**Run 1: metal 1**

Bar = 20 µm. Supply wires on this layer in gray.
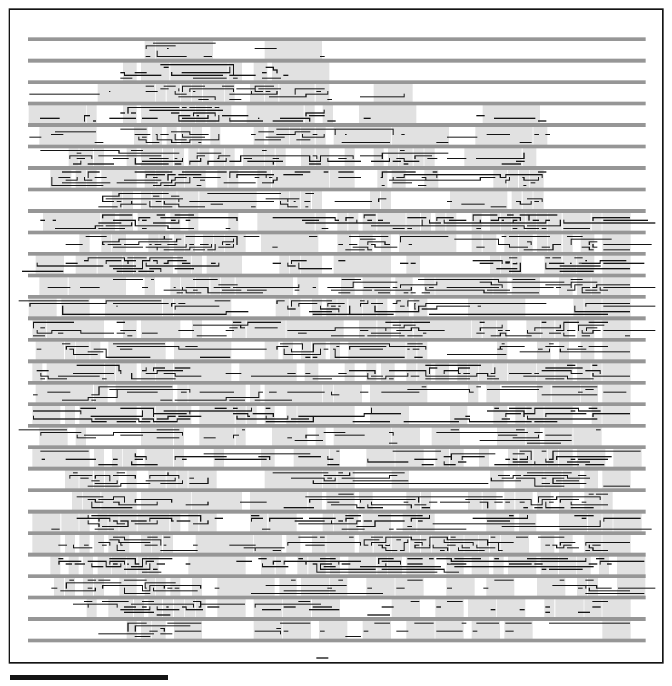
**Run 1: congestion heat map**

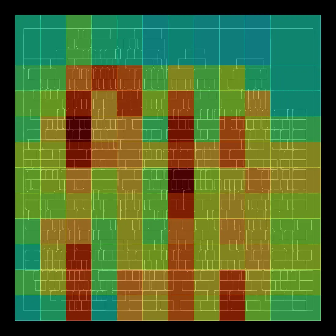
**Run 1: sequential cells grouped by signal name**

Bar = 20 µm. Other sequential cells in the stronger gray, the rest of the logic in the fainter gray.
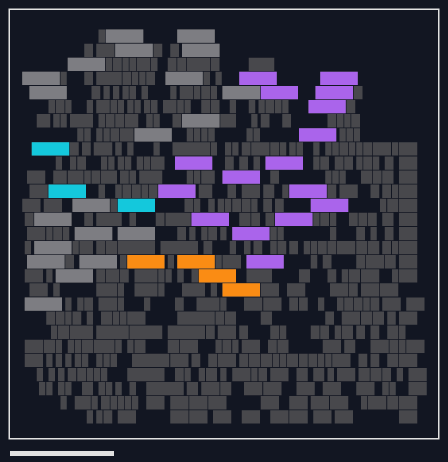
**Run 1: metal layers overlaid**

Two of the layers only.
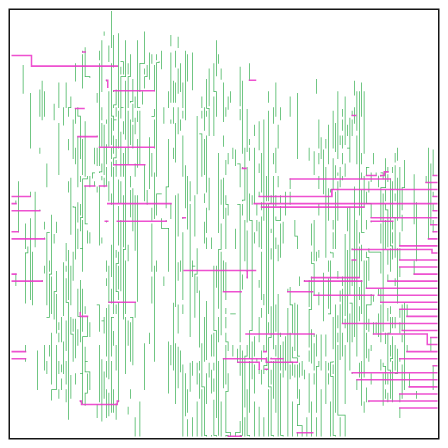
===== src/rtl/dac_spi_sched.sv =====
`timescale 1ns/1ps
`default_nettype none
// ============================================================================
//  Module      : dac_spi_sched
//  Description : Round-robin scheduler and 16-bit serialiser for N_DAC
//                DAC121S101 converters sharing one SCLK/DIN bus, with one
//                active-low SYNCn per converter.
//  Revision    : 1.0  initial release
// ============================================================================
module dac_spi_sched #(
   parameter int N_DAC       = 4,
   parameter int CLK_DIV     = 2,
   parameter int SYNC_HI_CYC = 2
) (
   input  logic                 clk,
   input  logic                 rst,
   input  logic [N_DAC-1:0]     req_i,
   input  logic [16*N_DAC-1:0]  wdata_i,
   output logic [N_DAC-1:0]     ack_o,
   output logic                 busy_o,
   output logic                 sclk_o,
   output logic                 din_o,
   output logic [N_DAC-1:0]     syncn_o
);

   localparam int PW      = (N_DAC > 1) ? $clog2(N_DAC) : 1;
   localparam int CNT_MAX = (CLK_DIV > SYNC_HI_CYC) ? CLK_DIV : SYNC_HI_CYC;
   localparam int CW      = $clog2(CNT_MAX + 1);
   localparam logic [CW-1:0] HALF_LAST = CW'(CLK_DIV - 1);
   localparam logic [CW-1:0] GAP_LAST  = CW'((SYNC_HI_CYC > 0) ? SYNC_HI_CYC - 1 : 0);

   typedef enum logic [2:0] {
      S_IDLE  = 3'd0,
      S_GRANT = 3'd1,
      S_SETUP = 3'd2,
      S_SHIFT = 3'd3,
      S_CLOSE = 3'd4,
      S_GAP   = 3'd5
   } state_t;

   state_t            state_q, state_d;
   logic [CW-1:0]     cnt_q, cnt_d;       // half-period / gap counter
   logic [3:0]        bit_q, bit_d;       // bit index within the frame
   logic              ph_q, ph_d;         // 0: SCLK-low half, 1: SCLK-high half
   logic [1:0]        cph_q, cph_d;       // sub-phase of the frame-close pulse
   logic [15:0]       sr_q, sr_d;
   logic [PW-1:0]     sel_q, sel_d;
   logic [PW-1:0]     ptr_q, ptr_d;
   logic [N_DAC-1:0]  ack_q, ack_d;
   logic              busy_q, busy_d;
   logic              sclk_q, sclk_d;
   logic              din_q, din_d;
   logic [N_DAC-1:0]  syncn_q, syncn_d;

   logic              win_vld;
   logic [PW-1:0]     win_idx;
   logic [PW-1:0]     win_nxt;

   // Round-robin pick: first pending request scanning upward from ptr, wrapping
   always_comb begin : p_arb
      logic [PW-1:0] idx;
      win_vld = 1'b0;
      win_idx = '0;
      idx     = '0;
      for (int i = 0; i < N_DAC; i++) begin
         idx = PW'((int'(ptr_q) + i) % N_DAC);
         if (!win_vld && req_i[idx]) begin
            win_vld = 1'b1;
            win_idx = idx;
         end
      end
      win_nxt = PW'((int'(win_idx) + 1) % N_DAC);
   end

   // Next-state and registered-output logic of the frame sequencer
   always_comb begin
      state_d = state_q;
      cnt_d   = cnt_q;
      bit_d   = bit_q;
      ph_d    = ph_q;
      cph_d   = cph_q;
      sr_d    = sr_q;
      sel_d   = sel_q;
      ptr_d   = ptr_q;
      ack_d   = '0;
      busy_d  = busy_q;
      sclk_d  = sclk_q;
      din_d   = din_q;
      syncn_d = syncn_q;
      unique case (state_q)
         S_IDLE: begin
            // Word is captured here so that ack is visible during GRANT
            if (win_vld) begin
               state_d        = S_GRANT;
               ack_d[win_idx] = 1'b1;
               busy_d         = 1'b1;
               sr_d           = wdata_i[{win_idx, 4'h0} +: 16];
               sel_d          = win_idx;
               ptr_d          = win_nxt;
            end
         end
         S_GRANT: begin
            state_d        = S_SETUP;
            cnt_d          = '0;
            syncn_d[sel_q] = 1'b0;
            sclk_d         = 1'b1;
            din_d          = sr_q[15];
         end
         S_SETUP: begin
            if (cnt_q == HALF_LAST) begin
               cnt_d   = '0;
               sclk_d  = 1'b0;
               ph_d    = 1'b0;
               bit_d   = 4'd0;
               state_d = S_SHIFT;
            end else begin
               cnt_d = cnt_q + 1'b1;
            end
         end
         S_SHIFT: begin
            if (cnt_q == HALF_LAST) begin
               cnt_d = '0;
               if (!ph_q) begin
                  // Rising edge: the only point where DIN may change
                  sclk_d = 1'b1;
                  if (bit_q == 4'd15) begin
                     syncn_d = '1;
                     din_d   = 1'b0;
                     cph_d   = 2'd0;
                     state_d = S_CLOSE;
                  end else begin
                     ph_d  = 1'b1;
                     din_d = sr_q[14];
                     sr_d  = {sr_q[14:0], 1'b0};
                  end
               end else begin
                  sclk_d = 1'b0;
                  ph_d   = 1'b0;
                  bit_d  = bit_q + 1'b1;
               end
            end else begin
               cnt_d = cnt_q + 1'b1;
            end
         end
         S_CLOSE: begin
            // High, low, high: the 17th falling edge, issued with SYNCn high
            if (cnt_q == HALF_LAST) begin
               cnt_d = '0;
               case (cph_q)
                  2'd0: begin
                     sclk_d = 1'b0;
                     cph_d  = 2'd1;
                  end
                  2'd1: begin
                     sclk_d = 1'b1;
                     cph_d  = 2'd2;
                  end
                  default: begin
                     if (SYNC_HI_CYC == 0) begin
                        state_d = S_IDLE;
                        busy_d  = 1'b0;
                     end else begin
                        state_d = S_GAP;
                     end
                  end
               endcase
            end else begin
               cnt_d = cnt_q + 1'b1;
            end
         end
         S_GAP: begin
            if (cnt_q == GAP_LAST) begin
               cnt_d   = '0;
               state_d = S_IDLE;
               busy_d  = 1'b0;
            end else begin
               cnt_d = cnt_q + 1'b1;
            end
         end
         default: state_d = S_IDLE;
      endcase
   end

   // State and output registers; reset aborts any frame in flight
   always_ff @(posedge clk) begin
      if (rst) begin
         state_q <= S_IDLE;
         cnt_q   <= '0;
         bit_q   <= 4'd0;
         ph_q    <= 1'b0;
         cph_q   <= 2'd0;
         sr_q    <= 16'h0000;
         sel_q   <= '0;
         ptr_q   <= '0;
         ack_q   <= '0;
         busy_q  <= 1'b0;
         sclk_q  <= 1'b1;
         din_q   <= 1'b0;
         syncn_q <= '1;
      end else begin
         state_q <= state_d;
         cnt_q   <= cnt_d;
         bit_q   <= bit_d;
         ph_q    <= ph_d;
         cph_q   <= cph_d;
         sr_q    <= sr_d;
         sel_q   <= sel_d;
         ptr_q   <= ptr_d;
         ack_q   <= ack_d;
         busy_q  <= busy_d;
         sclk_q  <= sclk_d;
         din_q   <= din_d;
         syncn_q <= syncn_d;
      end
   end

   assign ack_o   = ack_q;
   assign busy_o  = busy_q;
   assign sclk_o  = sclk_q;
   assign din_o   = din_q;
   assign syncn_o = syncn_q;

endmodule
`default_nettype wire

===== config.mk =====
export PLATFORM = sky130hd
export DESIGN_NAME = dac_spi_sched
export DESIGN_NICKNAME = d
export VERILOG_FILES = /design/src/rtl/dac_spi_sched.sv
export SDC_FILE = /design/constraint.sdc
export NUM_CORES = 1
export LEC_CHECK = 0
export ABC_AREA = 1
export CORE_MARGIN = 2
export CORE_UTILIZATION = 47
export DETAILED_ROUTE_END_ITERATION = 6
export PLACE_DENSITY_LB_ADDON = 0.3
export SLEW_MARGIN = 20
export SYNTH_ARGS = -nofsm -noshare
export SYNTH_HDL_FRONTEND = slang
export SYNTH_SLANG_ARGS = --single-unit
export TNS_END_PERCENT = 20

===== constraint.sdc =====
create_clock -name clk -period 2.55 [get_ports clk]
set_input_delay 0.6375 -clock clk [delete_from_list [all_inputs] [get_ports clk]]
set_output_delay 0.6375 -clock clk [all_outputs]
set_load 0.02 [all_outputs]

==> flow_summary.ini, run 1 <==
; generated from flow reports
[synthesis]
synth_cells = 457
netlist_area_um2 = 2900
avgSynthCellArea_um2 = 6.35
synth.top_cells.by_area = dfxtp_1 30%, nand2_1 15%, nand3_1 10%
synthesis.yosys.warnings = 0
edf_count = 0

[place]
place_ws_ps = -4.04
placed_area_um2 = 3840
dp_hpwl_um = 6040
finalWeightedCongestion = 0.890

[grt]
grt_antenna_before_repair = 0

[timing]
setup_ws_ps = 282
grt_setup_unrepaired = no
final.min_clock_period_ps = 2270
hold_violations = 0
fmaxAchievable_mhz = 441
transition_time_at_the_pin_with_the_least_slew_margin_ps = 446
timing.final.max_slew_violations = 0

[outcome]
outcome = complete, no violations

[route]
route.vias.total = 3279
drtPass1Iterations = 5
remaining_drc_errors = 0
vias_per_cell = 5.40

[final_layout]
syn2layout_area_growth_pct = 35.1
diodes = 0

[critical_path]
worstPathBufferInverterCount = 3
cp_cell_sequence = clkdlybuf4s50_1 > inv_1 > nand2_1 > nand3_1 > nand2_1 > nor2_4 > nand3_4 > nand3_4 > inv_2 > ha_1 > o21ai_0 > a21oi_1
worst-r2r-setup-slack_ps = 420

[power]
total_power_mw = 4.61
combPwrFrac_pct = 68.7
cell_internal_pwr_mw = 2.34
clockPowerShare_pct = 9.4
power_density_nw_per_um2 = 1170

[clock_tree]
cts.root.buffer_cell = clkbuf_8
cts.path.max_buffers = 2
cts.repair_timing.setup_buffer_count = 0
cts.reportedPaths.clkPinSlew_ps = 80
numClockSinks = 43

[run]
max-cap-violations = 0

[floorplanning]
initial_core_util_pct = 48.7
## Picture notes: 'metal 1'
The layer carries 3370 µm of wire. The longest straight run is 24.8 µm. The layer holds 41% of the routed length. 542 nets have wire on it.

## Picture notes: 'congestion heat map'
Wirelength per Cell: 13.6 µm
final core utilization: 65.8%
routing layer with the top usage in global route: met2
met1 layer usage reported by global route: 26.0%

## Picture notes: 'sequential cells grouped by signal name'
Key: cyan = state_q [sequential cells 3]; orange = ack_o [sequential cells 4, where center]; purple = sr_q [sequential cells 16]
Another 20 sequential cells are not colored.
flip-flop and latch share of the layout cell area: 22.0%
Register Area: 861 µm²
power in sequential cells: 1.01 mW

## Picture notes: 'metal layers overlaid'
Key: green = M2 [wire length 4100 µm]; magenta = M3 [wire length 581 µm]
wirelength, routed: 8280 µm
total global routing track utilization: 24.7%

run 1: metrics by stage:
step                TNS (ps)  cells
finish                     0    607
global route               0    607
CTS                        0    607
detailed placement     -4.04    599
global placement           0    599
floorplan                  0    457
run 1: registers in the layout (all words and copies together), names as in the netlist, 2 cells and up:
register / cells
bit_q: 4
ptr_q: 2
ack_o: 4
state_q: 3
sr_q: 16
syncn_o: 4
sel_q: 2
cph_q: 2
cnt_q: 2
run 1: final timing paths:
check | start | end | depth (start not counted)
setup / recovery | req_i[3] | ptr_q[1] | 12
hold / removal | cnt_q[1] | cnt_q[1] | 2
setup reg to reg | ptr_q[0] | ptr_q[1] | 12
hold reg to reg | cnt_q[1] | cnt_q[1] | 2
run 1: final cells by class:
type,instances,area (µm²)
Inverter,53,204
Clock buffer,6,72.6
Multi-Input combinational cell,337,1690
Tap cell,75,93.8
Timing Repair Buffer,91,983
Sequential cell,43,861
Clock inverter,2,12.5
Fill cell,517,2030
run 1: cell families after synthesis:
kind of cell               after synthesis  share of synthesized area [%]
DFF                                     43                           29.7
AOI/OAI and AO/OA                       71                           13.2
adders and majority gates                6                           2.59
buffers and inverters                   77                           11.9
and+or+nand+nor                        259                           42.3
xor gates and xnor gates                 1                          0.302
run 1: power groups by stage:
| stage | Clock, mW | Combinational, mW | Sequential, mW |
|---|---|---|---|
| floorplan | 0 | 2.16 | 1.04 |
| global placement | 0 | 3.08 | 1.01 |
| detailed placement | 0 | 3.14 | 1.02 |
| CTS | 0.436 | 3.16 | 1.01 |
| global route | 0.461 | 3.52 | 1.04 |
| finish | 0.431 | 3.17 | 1.01 |
run 1: layer usage:
metal	wire length, µm	global-route usage, %	up-vias
li1	-	-	1666
met1	3370	26.0	1482
met2	4100	47.7	110
met3	580	4.35	21
met4	231	10.2	0
met5	0	0	-
==> inputs of run 2 (changes only) <==
Settings changed: CORE_UTILIZATION 47 to 40, SETUP_SLACK_MARGIN set to 0.15.
**Run 2: metal 1**

Bar = 20 µm. Supply wires on this layer in gray.
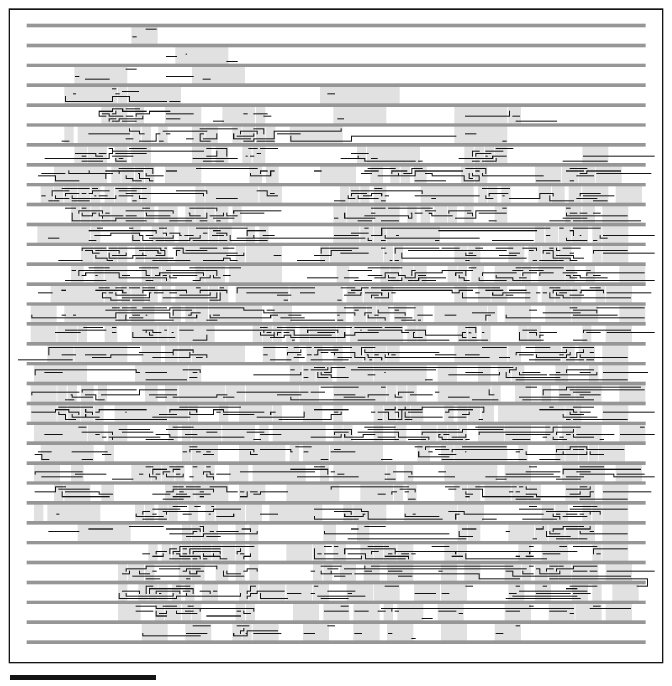
The wires run mostly horizontal. The layer carries 3740 µm of wire. The longest straight run is 26.2 µm.

==> run 2 against run 1 <==
  * Critical endpoint unchanged
  * Global-route usage shrank 2.9 points
  * Die area rose by 17%
  * Largest power group unchanged
  * Via count increased by 0.76%
==> flow_summary.ini, run 2 <==
; generated from flow reports
[critical_path]
worst-r2r-setup-slack_ps = 390
reg2reg_depth = 12
crit-reg2reg-capture = ptr_q[1]
cp_cell_sequence = clkdlybuf4s50_1 > inv_1 > nand2_1 > nand3_1 > nand2_1 > nor2_4 > nand3_4 > nand3_4 > inv_2 > ha_1 > o21ai_0 > a21oi_1

[place]
place_ws_ps = -11.7
dp_hpwl_um = 6340
place.detailed.instances = 626

[floorplanning]
initial_core_util_pct = 40.7

[run]
max-cap-violations = 0

[timing]
hold_violations = 0
grt_setup_unrepaired = yes
fmaxAchievable_mhz = 440
setup_ws_ps = 280
transition_time_at_the_pin_with_the_least_slew_margin_ps = 459

[outcome]
outcome = complete, no violations

[power]
combPwrFrac_pct = 67.4
clockPowerShare_pct = 11.5
power_density_nw_per_um2 = 1190
total_power_mw = 4.76

[route]
drtPass1Iterations = 5
post_drt_wl_per_cell_um = 13.7

[clock_tree]
cts.repair_timing.setup_buffer_count = 0
cts.root.buffer_cell = clkbuf_8
cts.reportedPaths.clkPinSlew_ps = 80
numClockSinks = 43

[synthesis]
synth_cells = 457
edf_count = 0
synth.top_cells.by_area = dfxtp_1 30%, nand2_1 15%, nand3_1 10%
netlist_area_um2 = 2900
synthesis.yosys.warnings = 0

[final_layout]
final.fill_count = 714
top_register = sr_q
syn2layout_area_growth_pct = 38.1
largest_register_ffs = 16

[hold_path]
hold-path-cell-count = 2
hold_start = cnt_q[1]
[run 2: cell counts after synthesis]
No cell type changed its count.
[run 2: metal layers]
layer | GRT usage [%] | up-vias | wire length, µm
met2 | 38.9 | 129 | 4020
met3 | 5.08 | 15 | 800
met4 | 7.19 | 0 | 147
met5 | 0 | - | 0
li1 | - | 1685 | -
met1 | 25.7 | 1475 | 3740
[run 2: through the flow]
stage / cell area [µm²] / utilization (%) / hold WS, ps / setup TNS (ps)
2_1_floorplan: 2900 / - / 425 / 0
3_3_place_gp: 3860 / 54.1 / 435 / 0
3_5_place_dp: 3860 / 54.1 / 446 / -14.4
4_1_cts: 3980 / 55.8 / 458 / 0
5_1_grt: 4010 / 56.1 / 481 / 0
6_report: 4010 / 56.1 / 455 / 0
[run 2: final cells by class]
type                    instances  area [µm²]  share of cell area (%)
multi-input cells             337        1690                    42.3
repair buffers                 95        1010                    25.1
flip-flops and latches         43         861                    21.5
inverters                      53         204                    5.09
well taps                      99         124                    3.09
clock buffers                   6        82.6                    2.06
clock inverters                 2        35.0                   0.874
[run 2: cell families after synthesis]
logic type / share of synthesized area, %
buf+inv: 11.9
fa+ha+maj: 2.59
xor+xnor: 0.302
flops: 29.7
simple gates: 42.3
compound gates: 13.2
[run 2: worst min-delay path, stage by stage, from the launching register on]
cell and delay [ps]:
dfxtp_1 320, nand2_1 60, nor2_1 40
[run 2: power groups by stage]
stage	combinational, mW	clock [mW]	sequential [mW]
floorplan	2.16	0	1.04
global placement	3.07	0	1.02
detailed placement	3.12	0	1.02
CTS	3.13	0.560	1.01
global route	3.59	0.582	1.03
finish	3.21	0.546	1.01
==> inputs of run 3 (changes only) <==
Settings changed: CORE_UTILIZATION 40 to 49.
==> run 3 against run 2 <==
  * Clock power is 21% lower
  * Synthesized area unchanged
  * Non-clock buffer count is 1 lower
  * Die area is 18% lower
  * Core utilization rose by 11 points
  * Critical path type unchanged
  * Highest routed layer unchanged
==> flow_summary.ini, run 3 <==
; generated from flow reports
[timing]
grt_setup_unrepaired = yes
timing.final.max_slew_violations = 0
setup_ws_ps = 310
totalNegativeSetupSlack_ps = 0
transition_time_at_the_pin_with_the_least_slew_margin_ps = 435
final.min_clock_period_ps = 2240
whs_ps = 462

[run]
max-cap-violations = 0

[power]
combPwrFrac_pct = 68.8
power_density_nw_per_um2 = 1170
clockPowerShare_pct = 9.3
total_power_mw = 4.60

[final_layout]
largest_register_ffs = 16
post_route_cell_area_um2 = 3920
diodes = 0
final.fill_count = 502
multiInputGateArea_um2 = 1700
syn2layout_area_growth_pct = 35.1
top_register = sr_q
most-common-layout-cells = 117 x nand2_1, 80 x clkdlybuf4s50_1, 58 x nand3_1
postLayoutCoreUtil_pct = 67.4

[route]
remaining_drc_errors = 0
drtPass1Iterations = 5
wl_um = 8390
post_drt_wl_per_cell_um = 13.8
route.vias.total = 3343
vias_per_cell = 5.48

[floorplanning]
initial_core_util_pct = 49.9

[clock_tree]
tritoncts.num_buffers = 5
cts.root.buffer_cell = clkbuf_8
numClockSinks = 43
cts.reportedPaths.clkPinSlew_ps = 90
cts.path.max_buffers = 2
cts.repair_timing.setup_buffer_count = 0

[critical_path]
worstPathBufferInverterCount = 3
cp_cell_sequence = clkdlybuf4s50_1 > inv_1 > nand2_1 > nand2_1 > nand2_1 > nand2_1 > nand2_1 > nand3_2 > nand3_4 > inv_2 > ha_1 > o21ai_1 > a21oi_1

[place]
placed_area_um2 = 3830
place_ws_ps = -17.7
place.detailed.instances = 602
finalWeightedCongestion = 0.902

[synthesis]
synthesis.yosys.warnings = 0
yosysChipArea_um2 = 2900
netlist_area_um2 = 2900
synth_cells = 457
synth.top_cells.by_area = dfxtp_1 30%, nand2_1 15%, nand3_1 10%
yosys_most_used_dff = dfxtp_1

[outcome]
outcome = complete, no violations

[grt]
grt_usage_pct = 25.8
grt_antenna_before_repair = 0
run 3: netlist changes by cell type in the layout (fill, tap and decap cells not counted), sizes merged:
cell | previous run | this run
bufinv | 1 | 0
clkbuf | 7 | 6
clkinvlp | 0 | 1
run 3: power by group through the flow:
| stage | combinational [mW] | clock (mW) | sequential, mW |
|---|---|---|---|
| after detailed placement | 3.12 | 0 | 1.01 |
| after global placement | 3.06 | 0 | 1.01 |
| after CTS | 3.15 | 0.437 | 1.00 |
| after global routing | 3.53 | 0.463 | 1.02 |
| final | 3.17 | 0.430 | 1.01 |
| after floorplan | 2.16 | 0 | 1.04 |
run 3: worst paths after layout:
kind	end	cells past startpoint	slack [ps]	startpoint
hold / removal	cnt_q[1]	2	460	cnt_q[1]
hold reg to reg	cnt_q[1]	2	460	cnt_q[1]
setup reg to reg	ptr_q[1]	12	430	ptr_q[0]
setup / recovery	ptr_q[1]	13	310	req_i[2]
run 3: cell families after synthesis:
| kind of cell | after synthesis | synth area share [%] |
|---|---|---|
| xor+xnor | 1 | 0.302 |
| flops | 43 | 29.7 |
| compound gates | 71 | 13.2 |
| simple gates | 259 | 42.3 |
| fa+ha+maj | 6 | 2.59 |
| buf+inv | 77 | 11.9 |
run 3: area by class of cell:
type / instances / share of cell area (%)
multi-input cells: 337 / 43.3
repair buffers: 94 / 25.0
flip-flops and latches: 43 / 22.0
inverters: 53 / 5.20
well taps: 75 / 2.39
clock buffers: 6 / 1.85
clock inverters: 2 / 0.319
run 3: metal layers:
layer | share of wire, % | GRT usage (%) | vias to the layer above
met1 | 42 | 31.3 | 1516
met4 | 2.0 | 7.29 | 0
met2 | 49 | 45.7 | 128
li1 | - | - | 1685
met5 | 0 | 0 | -
met3 | 7.4 | 5.56 | 14
**Run 3: nets reached from selected ports**

Bar = 20 µm.
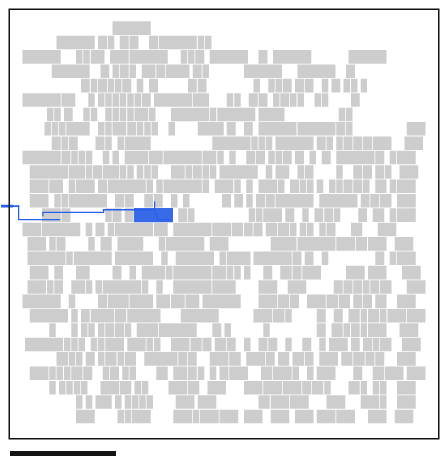
Key: blue = din_o [direction output, edge west, end cells 1, buffers 1, wire 40.5 µm]

Power is estimated from default activity; no workload was simulated.
